**Placement by cell class**

Fill, decap, tap and diode cells in gray.
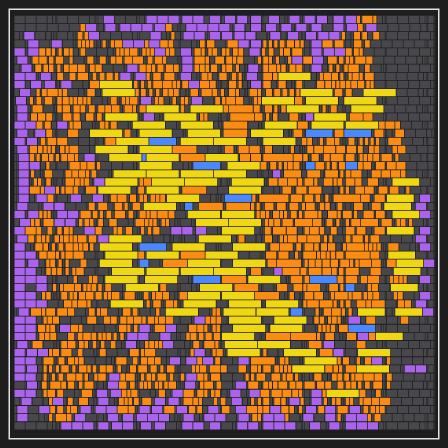
**Close-up of the layout**

Bar = 20 um. Window x 11 to 61, y 11 to 61 um. Cells in gray, sequential cells in the stronger gray; small squares are vias.
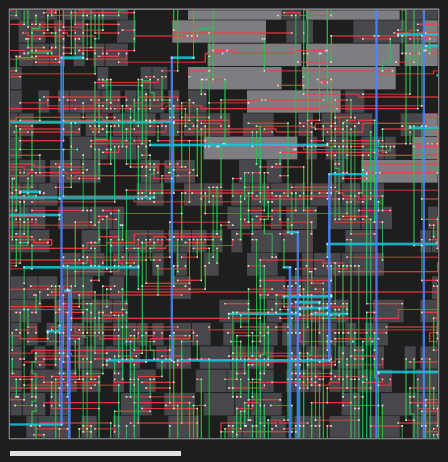
**Signal metal coverage by tile**

Bar = 50 um. 29 x 29 tiles, from black (low) to pale yellow (high), scaled to the fullest tile. Values are wire area over tile area, all layers added.
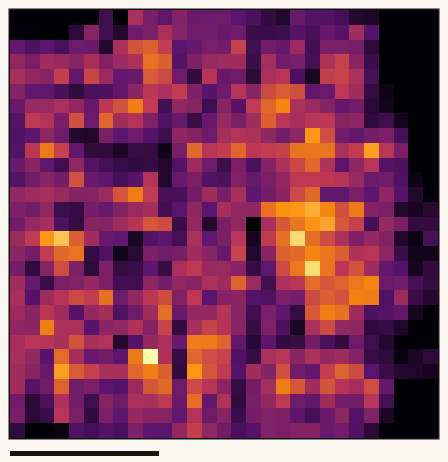
File: config.mk
export PLATFORM = sky130hd
export DESIGN_NAME = enc_pipe
export DESIGN_NICKNAME = d
export VERILOG_FILES = /design/src/rtl/enc_pkg.sv /design/src/rtl/enc_group16.sv /design/src/rtl/enc_pipe.sv
export SDC_FILE = /design/constraint.sdc
export NUM_CORES = 1
export LEC_CHECK = 0
export CAP_MARGIN = 20
export CORE_MARGIN = 1
export CORE_UTILIZATION = 50
export DETAILED_ROUTE_END_ITERATION = 7
export PLACE_DENSITY = 0.83
export SLEW_MARGIN = 20
export SYNTH_ARGS = -nofsm -noshare
export SYNTH_HDL_FRONTEND = slang
export SYNTH_SLANG_ARGS = --single-unit
export TNS_END_PERCENT = 50
File: constraint.sdc
create_clock -name clk -period 11.34 [get_ports clk]
set_input_delay 1.134 -clock clk [delete_from_list [all_inputs] [get_ports clk]]
set_output_delay 1.134 -clock clk [all_outputs]
set_load 0.1 [all_outputs]
File: src/rtl/enc_pkg.sv
// Shared constants and helpers for the 256-to-8 priority encoder pipeline.
package enc_pkg;

    localparam int WORD_W = 256;
    localparam int IDX_W  = 8;
    localparam int GROUPS = 16;
    localparam int GW     = 16;
    localparam int GIDX_W = 4;
    localparam int CNT_W  = 9;

    // True when a population count shows more than one set bit.
    function automatic logic is_multi(input logic [CNT_W-1:0] count);
        return count >= CNT_W'(2);
    endfunction

endpackage

File: src/rtl/enc_group16.sv
// Combinational 16-to-4 priority encoder with any-set and multiple-set flags.
module enc_group16
    import enc_pkg::*;
(
    input  logic [GW-1:0]     bits,
    output logic              any,
    output logic [GIDX_W-1:0] idx,
    output logic              mul
);

    always_comb begin
        idx = '0;
        for (int i = 0; i < GW; i++) begin
            if (bits[i]) idx = GIDX_W'(i);
        end
    end

    assign any = |bits;
    // Clearing the lowest set bit leaves something only if two or more were set.
    assign mul = |(bits & (bits - GW'(1)));

endmodule

File: src/rtl/enc_pipe.sv
// Two-stage pipelined 256-to-8 priority encoder with zero / not-one-hot flags
// and valid/ready handshake on both sides.
module enc_pipe
    import enc_pkg::*;
(
    input  logic                clk,
    input  logic                rst,
    input  logic [WORD_W/2-1:0] in0,
    input  logic [WORD_W/2-1:0] in1,
    input  logic                in_valid,
    output logic                in_ready,
    output logic [IDX_W-1:0]    out0,
    output logic                zero,
    output logic                multi,
    output logic                out_valid,
    input  logic                out_ready
);

    logic [WORD_W-1:0]              word;
    logic [GROUPS-1:0]              any_c;
    logic [GROUPS-1:0]              mul_c;
    logic [GROUPS-1:0][GIDX_W-1:0]  idx_c;

    logic                           vld_p1;
    logic [GROUPS-1:0]              any_p1;
    logic [GROUPS-1:0]              mul_p1;
    logic [GROUPS-1:0][GIDX_W-1:0]  idx_p1;
    logic                           vld_p2;

    logic                           s1_advance;
    logic [GIDX_W-1:0]              grp;
    logic [4:0]                     grp_cnt;
    logic [IDX_W-1:0]               out0_c;
    logic                           zero_c;
    logic                           multi_c;

    assign word       = {in1, in0};
    assign s1_advance = ~vld_p2 | out_ready;
    assign in_ready   = ~vld_p1 | s1_advance;
    assign out_valid  = vld_p2;

    for (genvar g = 0; g < GROUPS; g++) begin : g_grp
        enc_group16 u_grp (
            .bits (word[g*GW +: GW]),
            .any  (any_c[g]),
            .idx  (idx_c[g]),
            .mul  (mul_c[g])
        );
    end

    // Stage 1 boundary: per-group summaries
    always_ff @(posedge clk or posedge rst) begin
        if (rst) begin
            vld_p1 <= 1'b0;
            vld_p2 <= 1'b0;
        end else begin
            if (in_ready)   vld_p1 <= in_valid;
            if (s1_advance) vld_p2 <= vld_p1;
        end
    end

    always_ff @(posedge clk) begin
        if (in_ready && in_valid) begin
            any_p1 <= any_c;
            mul_p1 <= mul_c;
            idx_p1 <= idx_c;
        end
    end

    always_comb begin
        grp     = '0;
        grp_cnt = '0;
        for (int g = 0; g < GROUPS; g++) begin
            if (any_p1[g]) begin
                grp     = GIDX_W'(g);
                grp_cnt = grp_cnt + 5'd1;
            end
        end
        zero_c  = ~|any_p1;
        multi_c = (|mul_p1) | is_multi({4'd0, grp_cnt});
        out0_c  = {grp, idx_p1[grp]};
        if (zero_c) begin
            out0_c  = '0;
            multi_c = 1'b0;
        end
    end

    // Stage 2 boundary: group select and final flags
    always_ff @(posedge clk or posedge rst) begin
        if (rst) begin
            out0  <= '0;
            zero  <= 1'b0;
            multi <= 1'b0;
        end else if (s1_advance && vld_p1) begin
            out0  <= out0_c;
            zero  <= zero_c;
            multi <= multi_c;
        end
    end

endmodule

==> flow_metrics.tcl <==
# flow metrics
set metrics [dict create \
    top_cells_by_area "edfxtp_1, nor2_1, maj3_1" \
    dpl-instance-area_um2 13000 \
    cp-startpoint "any_p1[1]" \
    cts_sinks 108 \
    drtIter0Drc 905 \
    die_y_um 143 \
    utilization 0.679 \
    pwr-share-clk 0.252 \
    power_mw 1.20 \
    ys_top_logic_family "simple AND/OR/NAND/NOR gates" \
    critPathArrivalTime_ns 9.52 \
    hpwl_um 23100 \
    pg_clk_uw 303 \
    path_class "flip-flop to flip-flop" \
    grt_pass1_wl_um 44700 \
    status "complete, no violations" \
    regArea_um2 3180 \
    cts_buffers 9 \
    aoi_share 0.214 \
    crit_end "multi" \
    switching_share 0.327 \
    power.leakage_nw 4.31 \
    cp.depth 44 \
    adder_share 0.0725 \
    antenna_left 0 \
    antenna_found_initial 3 \
    synthesis.area_per_instance_um2 8.45 \
    ir_worst_vdd_uv 79.6 \
    routabilityCongestion 0.942 \
    grt_pass1_vias 9379 \
    rsz0062_at_grt "no" \
    cts_resized 0 \
    cp_common_cell "ha_1" \
    clockBufferCount 10 \
    remaining_drc_errors 0 \
]
-- 'placement by cell class' (at the start) --
- orange: combinational and other logic (cells 1054; share of their area 52%)
- yellow: flops (cells 108; share of their area 25%)
- purple: other buffers and delay cells (cells 275; share of their area 21%)
- blue: clock drivers and dummy loads (cells 16; share of their area 2.2%)
flip-flop and latch share of the layout cell area: 0.240
row count: 51

-- 'close-up of the layout' (at the start) --
- blue: metal 4
- green: metal 2
- red: metal 1
- cyan: metal 3
- most frequent: nor2_1 (49), clkdlybuf4s50_1 (22), inv_1 (15)
- sequential cells in the window: 8
- cells with their middle in the window: 220
- netlist names of flops here include: idx_p1 (7), mul_p1 (1)

-- 'signal metal coverage by tile' (at the start) --
- tiles over half the peak: 18%
- emptiest ninth of the die: top right
- fullest tile: 0.67
- nearly empty tiles: 8.2%
Global Route Usage Sum: 0.275
drt wl/cell: 16.4 um
vias: 10200
final wirelength: 28300 um

[worst register-to-register path: cells and delay by family, from the launching register on]
| family | cells | cell delay, ns |
|---|---|---|
| adder cells (fa/ha/maj) | 9 | 2.73 |
| AND-OR/OR-AND | 14 | 2.69 |
| XOR/XNOR | 8 | 1.49 |
| AND/OR/NAND/NOR | 7 | 0.77 |
| multiplexers | 3 | 0.72 |
| flip-flops | 1 | 0.45 |
| buffers and inverters | 3 | 0.32 |
[routing by layer]
metal	GRT usage	routed length (um)	vias to the layer above
met5	0	0	-
met2	0.464	13600	353
met4	0.0952	741	0
met1	0.352	12200	4704
li1	-	-	5053
met3	0.0530	1690	49
[registers in the layout, summed over array words and instances (netlist names)]
name / flops
mul_p1: 16
multi: 1
out_valid: 1
any_p1: 16
vld_p1: 1
zero: 1
idx_p1: 64
out0: 8
Power is estimated from default activity; no workload was simulated.
